<file path="src/rtl/alu_result_fifo.sv">
// alu_result_fifo
//   Capture stage for the ALU result bus. Each accepted result is stored with
//   its opcode tag in a small first-word-fall-through FIFO, so the head entry
//   is visible on out_* without a read strobe.
//
//   Optional macro ALU_RES_FIFO_FLAGS_EN: when defined, zero/negative flags
//   are computed at push time and stored per entry. When undefined, no flag
//   storage exists and out_zero/out_neg are tied low.
//
// Ports
//   clk, rst           single clock, synchronous active-high reset
//   in_valid/in_ready  producer handshake (in_ready = not full)
//   in_res, in_op      result and opcode tag to store
//   out_valid/out_ready consumer handshake (out_valid = not empty)
//   out_res, out_op    head entry, driven combinationally
//   out_zero, out_neg  head entry flags (0 unless flags are enabled)
//   count              occupancy, 0..DEPTH
//   ovf_err            sticky: push attempted while full
module alu_result_fifo #(
  parameter int WIDTH = 4,
  parameter int DEPTH = 4,
  parameter int OPW   = 3
) (
  input  logic                     clk,
  input  logic                     rst,
  input  logic                     in_valid,
  output logic                     in_ready,
  input  logic [WIDTH-1:0]         in_res,
  input  logic [OPW-1:0]           in_op,
  output logic                     out_valid,
  input  logic                     out_ready,
  output logic [WIDTH-1:0]         out_res,
  output logic [OPW-1:0]           out_op,
  output logic                     out_zero,
  output logic                     out_neg,
  output logic [$clog2(DEPTH):0]   count,
  output logic                     ovf_err
);

  localparam int AW = $clog2(DEPTH);
  localparam int CW = AW + 1;
  localparam logic [CW-1:0] FULL_CNT = CW'(DEPTH);

  logic [WIDTH-1:0] res_mem_q [DEPTH];
  logic [WIDTH-1:0] res_mem_d [DEPTH];
  logic [OPW-1:0]   op_mem_q  [DEPTH];
  logic [OPW-1:0]   op_mem_d  [DEPTH];
  logic [AW-1:0]    wr_ptr_q, wr_ptr_d;
  logic [AW-1:0]    rd_ptr_q, rd_ptr_d;
  logic [CW-1:0]    count_q, count_d;
  logic             ovf_err_q, ovf_err_d;

  logic push, pop;

  // Handshake outputs depend only on registered occupancy, so a pop at full
  // never opens a same-cycle push.
  assign in_ready  = (count_q != FULL_CNT);
  assign out_valid = (count_q != '0);
  assign push      = in_valid && in_ready;
  assign pop       = out_valid && out_ready;

  always_comb begin
    res_mem_d = res_mem_q;
    op_mem_d  = op_mem_q;
    wr_ptr_d  = wr_ptr_q;
    rd_ptr_d  = rd_ptr_q;
    count_d   = count_q;
    ovf_err_d = ovf_err_q | (in_valid && !in_ready);
    if (push) begin
      res_mem_d[wr_ptr_q] = in_res;
      op_mem_d[wr_ptr_q]  = in_op;
      wr_ptr_d            = wr_ptr_q + 1'b1;
    end
    if (pop) begin
      rd_ptr_d = rd_ptr_q + 1'b1;
    end
    case ({push, pop})
      2'b10:   count_d = count_q + 1'b1;
      2'b01:   count_d = count_q - 1'b1;
      default: count_d = count_q;
    endcase
  end

  always_ff @(posedge clk) begin
    if (rst) begin
      for (int i = 0; i < DEPTH; i++) begin
        res_mem_q[i] <= '0;
        op_mem_q[i]  <= '0;
      end
      wr_ptr_q  <= '0;
      rd_ptr_q  <= '0;
      count_q   <= '0;
      ovf_err_q <= 1'b0;
    end else begin
      res_mem_q <= res_mem_d;
      op_mem_q  <= op_mem_d;
      wr_ptr_q  <= wr_ptr_d;
      rd_ptr_q  <= rd_ptr_d;
      count_q   <= count_d;
      ovf_err_q <= ovf_err_d;
    end
  end

  assign out_res = res_mem_q[rd_ptr_q];
  assign out_op  = op_mem_q[rd_ptr_q];
  assign count   = count_q;
  assign ovf_err = ovf_err_q;

`ifdef ALU_RES_FIFO_FLAGS_EN
  logic zero_mem_q [DEPTH];
  logic zero_mem_d [DEPTH];
  logic neg_mem_q  [DEPTH];
  logic neg_mem_d  [DEPTH];

  always_comb begin
    zero_mem_d = zero_mem_q;
    neg_mem_d  = neg_mem_q;
    if (push) begin
      zero_mem_d[wr_ptr_q] = (in_res == '0);
      neg_mem_d[wr_ptr_q]  = in_res[WIDTH-1];
    end
  end

  always_ff @(posedge clk) begin
    if (rst) begin
      for (int i = 0; i < DEPTH; i++) begin
        zero_mem_q[i] <= 1'b0;
        neg_mem_q[i]  <= 1'b0;
      end
    end else begin
      zero_mem_q <= zero_mem_d;
      neg_mem_q  <= neg_mem_d;
    end
  end

  assign out_zero = zero_mem_q[rd_ptr_q];
  assign out_neg  = neg_mem_q[rd_ptr_q];
`else
  assign out_zero = 1'b0;
  assign out_neg  = 1'b0;
`endif

endmodule

</file>
<file path="config.mk">
export PLATFORM = sky130hd
export DESIGN_NAME = alu_result_fifo
export DESIGN_NICKNAME = d
export VERILOG_FILES = /design/src/rtl/alu_result_fifo.sv
export SDC_FILE = /design/constraint.sdc
export NUM_CORES = 1
export LEC_CHECK = 0
export ABC_AREA = 1
export CORE_MARGIN = 5
export CORE_UTILIZATION = 50
export CTS_BUF_LIST = sky130_fd_sc_hd__clkbuf_16
export DETAILED_ROUTE_END_ITERATION = 16
export PLACE_DENSITY_LB_ADDON = 0.15
export SLEW_MARGIN = 20
export SYNTH_ARGS = -nofsm -noshare
export SYNTH_HDL_FRONTEND = slang
export SYNTH_SLANG_ARGS = --single-unit
</file>
<file path="constraint.sdc">
create_clock -name clk -period 2.2 [get_ports clk]
set_input_delay 0.33 -clock clk [delete_from_list [all_inputs] [get_ports clk]]
set_output_delay 0.33 -clock clk [all_outputs]
set_load 0.05 [all_outputs]
</file>
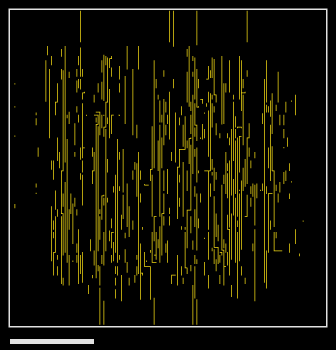
(run_1/met2.png)
Scale bar: 20 µm.
main direction: vertical
share of all routed wire: 44%
longest straight run: 48.3 µm
nets with wire on the layer: 229

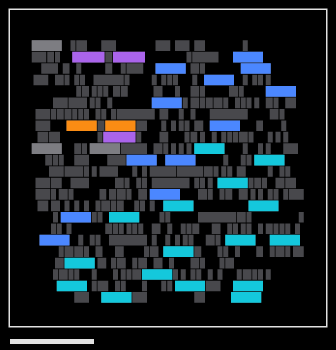
(run_1/registers.png)
Scale bar: 20 µm. Other sequential cells in the stronger gray, the rest of the logic in the fainter gray.
[res_mem_q] cyan | placed flops: 16
[rd_ptr_q] orange | placed flops: 2
[op_mem_q] blue | placed flops: 12
[count] purple | placed flops: 3
not colored: 3

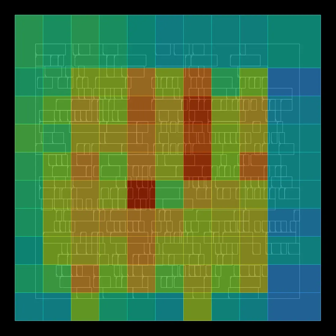
(run_1/final_congestion.png)
Finished Core Util: 60.4%
wire length per cell: 12.5 µm

run 1: power breakdown:
group,switching [mW],internal (mW),leakage [nW]
sequential,0.0766,0.750,0.295
combinational,0.933,0.415,0.832
clock,0.254,0.406,0.0709
run 1: cells by family (layout without fill, tap and decap cells):
kind of cell	count (synthesis)	in the layout	synth area share, %
compound gates	30	30	7.50
buf+inv	95	110	18.9
simple gates	154	154	35.5
flops	36	36	34.0
other cells	1	2	0.177
fa+ha+maj	6	6	3.90
run 1: worst max-delay path, stage by stage, from the launching register on:
cell	delay [ns]
dfxtp_2	0.37
inv_1	0.09
nand2_2	0.08
clkdlybuf4s50_1	0.80
run 1: layer usage:
layer,share of wire [%],routed length (µm),global-route usage [%]
met5,0,0,0
met4,0.60,29,6.72
met3,6.2,301,4.14
met2,44,2130,28.5
met1,49,2380,26.3
run 1: metrics by stage:
| stage | hold WS [ns] | area, µm² | instances |
|---|---|---|---|
| after floorplan | 0.399 | 2130 | 323 |
| after global placement | 0.442 | 2320 | 381 |
| after detailed placement | 0.443 | 2320 | 381 |
| after CTS | 0.454 | 2450 | 388 |
| after global routing | 0.475 | 2450 | 388 |
| final | 0.460 | 2450 | 388 |
run 1: cell type report:
class	count	area (µm²)
sequential	36	724
multi-input combinational	192	1000
clock inverter	2	8.76
timing repair buffer	27	240
tap	50	62.6
inverter	76	285
fill	397	1610
clock buffer	5	125
run 1: sequential cells by signal (all words and copies together) (netlist names):
register and flops:
count 3, op_mem_q 12, ovf_err 1, rd_ptr_q 2, res_mem_q 16, wr_ptr_q 2
run 1: cell usage after synthesis, drive strengths merged:
library cell,instances
nor2,47
conb,1
fa,1
nand2,70
inv,76
o22ai,7
a21oi,6
ha,5
clkbuf,1
dfxtp,36
buf,18
o21ai,17
nand3,9
nand4,28
run 1: path summary, 6_finish.rpt:
check / to / slack (ns) / cells after the start
min: ovf_err / 0.46 / 2
max: out_valid / 0.25 / 3
min reg2reg: ovf_err / 0.46 / 2
max reg2reg: count[2] / 0.48 / 13
==> run_results.csv, run 1 <==
group,metric,value,unit
status,status,"complete, no violations",
timing,hold_viol_final,0,
synth,synthDistinctLibCells,22,
timing,slew_viol_final,0,
clocking,root_buffer,"clkbuf_16",
cells_and_area,syn_to_final_growth,15.6,%
synth,ys_chip_area,2120,µm²
worst_hold_path,worstHoldStart,"ovf_err",
synth,top_cell_area_share,34.0,%
synth,yosysWarnings,0,
power_and_ir_drop,finalPower,2.84,mW
synth,yosys.area.top_type,"dfxtp_1",
clocking,clk_pin_slew,0.05,ns
timing,fin_crit,1.95,ns
die,initial_core_util,52.2,%
global_route,grt_overflow,0,
worst_hold_path,hp-class,"reg -> reg",
setup_path,cp_max_fo,4,
timing,worst_pin_slew,0.519,ns
cells_and_area,layout_top_cells,"inv_1, nand2_1, nor2_1",
clocking,cts.path.max_buffers,2,
run,warnings,29,
die,die_w,75.1,µm
route,firstDrtPassIters,4,
die,die_h,75.1,µm
synth,synth_area_per_cell,6.58,µm²
synth,synthCells,322,
route,initialDrtViolationCount,183,
synth,netlist_area,2120,µm²
setup_path,reg2reg_from,"count[2]",
clocking,clkLatencyLatePin,0.27,ns
synth,yosysSeqAreaShare,34.0,%
power_and_ir_drop,p_leak,1.20,nW
die,dieArea,5640,µm²
die,num_rows,23,
synth,yosys_cells,322,
timing,setup_viol,0,
route,viasPerCell,4.88,
global_route,grt_max_degree,36,
setup_path,end_kind,"output pin",
placement,port-buffer-count,23,
cells_and_area,layout.nets,355,
route,final_antenna_net_count,0,
cells_and_area,diodes,0,
route,via_count,1893,
setup_path,crit_type,"reg -> out",
timing,timing.final.ws_setup,0.248,ns
placement,gp_congestion,0.780,
timing,slew_headroom,65.4,%
timing,fin_crit_sh,88.7,%
global_route,grt_pass1_wl,7940,µm
global_route,grt_pass1_vias,1639,
setup_path,crit_arrival,1.62,ns
cells_and_area,mostFrequentLayoutCell,"inv_1",
timing,clock_skew,0.00265,ns
cells_and_area,drive_gt1_share,10.9,%
timing,rsz0062_at_grt,"false",
clocking,cts_resized,0,
setup_path,crit_start,"count[2]",
timing,tns,0,ns
placement,dpl.hpwl,3000,µm
clocking,cts_hold_buf,0,
clocking,cts_made_buffers,5,
clocking,post-cts-setup-buffers,0,
route,totalWireLength,4840,µm
clocking,cts_tree,"built",
synth,ys.flops,36,
die,coreArea,4060,µm²
route,drc,0,
setup_path,startpoint_type,"flop",
clocking,htree_levels,2,
placement,preCtsSetupSlack,0.197,ns
run,drv_cap,0,
synth,topCellsByArea,"dfxtp_1, inv_1, nand2_1",
global_route,antenna_found_initial,0,
power_and_ir_drop,cellPowerDensity,1160,nW/µm²
timing,max_freq,512,MHz
power_and_ir_drop,peakVddDrop,771,µV
die,pin_count,26,
clocking,numClockSinks,36,
setup_path,worstPathRequired,1.87,ns
global_route,grtUsageTotal,18.8,%
==> inputs of run 2 (changes only) <==
Settings changed: CTS_CLUSTER_SIZE set to 10.
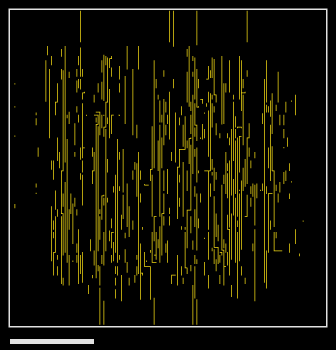
(run_2/met2.png)
Scale bar: 20 µm.
longest straight run: 48.3 µm
share of all routed wire: 44%
wire length on this layer: 2130 µm
main direction: vertical
nets with wire on the layer: 229

==> run_results.csv, run 2 <==
group,metric,value,unit
die,initial_core_util,52.2,%
synth,synthDistinctLibCells,22,
clocking,numClockSinks,36,
cells_and_area,layout.area.comb,1000,µm²
synth,netlist_area,2120,µm²
setup_path,worstPathRequired,1.87,ns
timing,slew_headroom,65.4,%
cells_and_area,diodes,0,
clocking,cts_hold_buf,0,
global_route,grtUsageTotal,18.8,%
timing,clock_skew,0.00265,ns
setup_path,cp_max_fo,4,
synth,ys.flops,36,
setup_path,crit_arrival,1.62,ns
route,final_antenna_net_count,0,
run,warnings,29,
run,drv_cap,0,
synth,ys_async_sr_fraction,0,%
setup_path,crit_type,"reg -> out",
route,totalWireLength,4840,µm
global_route,grt_max_degree,36,
cells_and_area,fin_util,60.4,%
power_and_ir_drop,cellPowerDensity,1160,nW/µm²
timing,fin_crit,1.95,ns
global_route,grt_pass1_wl,7940,µm
synth,yosys.area.top_type,"dfxtp_1",
synth,topCellsByArea,"dfxtp_1, inv_1, nand2_1",
placement,gp_congestion,0.780,
synth,ys_chip_area,2120,µm²
synth,synth.cells.most_frequent,"inv_1, nand2_1, nor2_1",
clocking,cts.path.max_buffers,2,
clocking,cts_tree,"built",
synth,synthCells,322,
synth,flop_cell,"dfxtp_1",
global_route,grt_pass1_vias,1639,
synth,yosys_cells,322,
timing,max_freq,512,MHz
route,wl_per_cell,12.5,µm
timing,setup_viol,0,
synth,ys_sh_simple,35.5,%
die,dieArea,5640,µm²
timing,hold_viol_final,0,
die,die_h,75.1,µm
setup_path,reg2reg_depth,13,
route,top_layer_used,"met4",
status,status,"complete, no violations",
die,die_w,75.1,µm
cells_and_area,layout.nets,355,
cells_and_area,flop_area,724,µm²
die,num_rows,23,
cells_and_area,mostFrequentLayoutCell,"inv_1",
synth,synth_area_per_cell,6.58,µm²
synth,ys_sh_adder,3.90,%
clocking,cts_resized,0,
cells_and_area,drive_gt1_share,10.9,%
clocking,cts_made_buffers,5,
synth,logic_family,"simple AND/OR/NAND/NOR gates",
route,wl_met3,301,µm
route,met2_length,2130,µm
timing,worst_pin_slew,0.519,ns
die,coreArea,4060,µm²
route,initialDrtViolationCount,183,
route,drc,0,
synth,edf_count,0,
worst_hold_path,holdPathStages,2,
timing,tns,0,ns
setup_path,end_kind,"output pin",
placement,dpl.hpwl,3000,µm
timing,slew_viol_final,0,
route,firstDrtPassIters,4,
setup_path,startpoint_type,"flop",
synth,top_cell_area_share,34.0,%
placement,port-buffer-count,23,
synth,yosysSeqAreaShare,34.0,%
global_route,antenna_found_initial,0,
route,drt-met1-wl,2380,µm
power_and_ir_drop,p_leak,1.20,nW
synth,yosysWarnings,0,
worst_hold_path,hp-class,"reg -> reg",
cells_and_area,syn_to_final_growth,15.6,%
clocking,htree_levels,2,
synth,compound_area_share,7.50,%
cells_and_area,final_cells,388,
cells_and_area,num-fill-cells,397,
die,pin_count,26,
global_route,grt_overflow,0,
synth,synthMuxAreaShare,0,%
clocking,post-cts-setup-buffers,0,
timing,rsz0062_at_grt,"false",
cells_and_area,layout_top_cells,"inv_1, nand2_1, nor2_1",
placement,placedCellCount,381,
timing,fin_crit_sh,88.7,%
synth,most_common_cell,"inv_1",
synth,xor_area_share,0,%
route,via_count,1893,
clocking,clkLatencyLatePin,0.27,ns
clocking,root_buffer,"clkbuf_16",
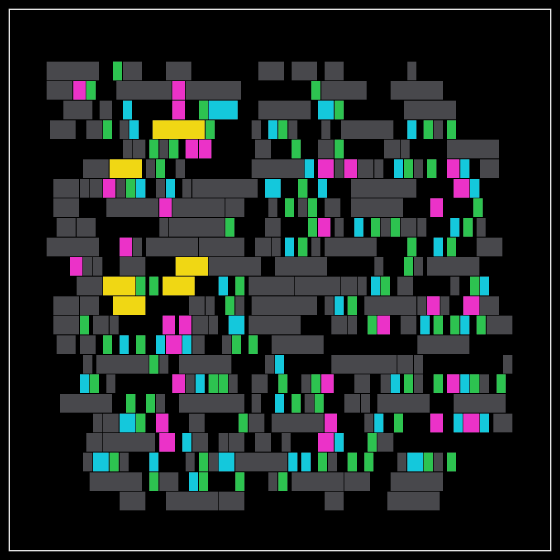
(run_2/gate_families.png)
[inverters] green | cells: 76
[NOR gates] cyan | cells: 47 | where: spread over the die
[adder and majority cells] yellow | cells: 6 | where: middle left
[inverting AOI/OAI gates] magenta | cells: 30

==> run 2: cell counts in the layout (fill, tap and decap cells not counted) <==
Identical to the previous run, type by type.
==> run 2: kinds of logic after synthesis <==
group           after synthesis
compound gates               30
fa+ha+maj                     6
buf+inv                      95
flops                        36
other cells                   1
simple gates                154
==> run 2: worst paths after layout <==
path	from	endpoint	slack [ns]
worst max-delay path	count[2]	out_valid	0.25
worst min register to register	ovf_err	ovf_err	0.46
worst min-delay path	ovf_err	ovf_err	0.46
worst max register to register	count[2]	count[2]	0.48
==> run 2: metal layers <==
layer | track usage (%) | vias up
met5 | 0 | -
met4 | 6.72 | 0
met3 | 4.14 | 2
met2 | 28.5 | 51
met1 | 26.3 | 826
li1 | - | 1014
==> run 2: critical path, cell delays in order, from the launching register on <==
cell and delay, ns:
dfxtp_2 0.37, inv_1 0.09, nand2_2 0.08, clkdlybuf4s50_1 0.80
==> run 2: power by group <==
| part | total (mW) | internal (mW) | switching [mW] |
|---|---|---|---|
| Sequential | 0.827 | 0.750 | 0.0766 |
| Clock | 0.661 | 0.406 | 0.254 |
| Combinational | 1.35 | 0.415 | 0.933 |
| Total | 2.84 | 1.57 | 1.26 |
==> run 2: metrics by stage <==
step | setup slack (ns) | total power, mW | hold WS [ns] | area (µm²)
after global placement | 0.240 | 2.19 | 0.442 | 2320
after global routing | 0.200 | 3.01 | 0.475 | 2450
after floorplan | 0.126 | 1.86 | 0.399 | 2130
after detailed placement | 0.197 | 2.19 | 0.443 | 2320
final | 0.248 | 2.84 | 0.460 | 2450
after CTS | 0.238 | 2.86 | 0.454 | 2450
==> run 2: layout make-up <==
class | instances | area share, %
Clock buffer | 5 | 5.11
Tap cell | 50 | 2.55
Clock inverter | 2 | 0.358
Timing Repair Buffer | 27 | 9.81
Sequential cell | 36 | 29.6
Inverter | 76 | 11.6
Multi-Input combinational cell | 192 | 41.0
No activity file was given, so power comes from the tool's default toggle rates.
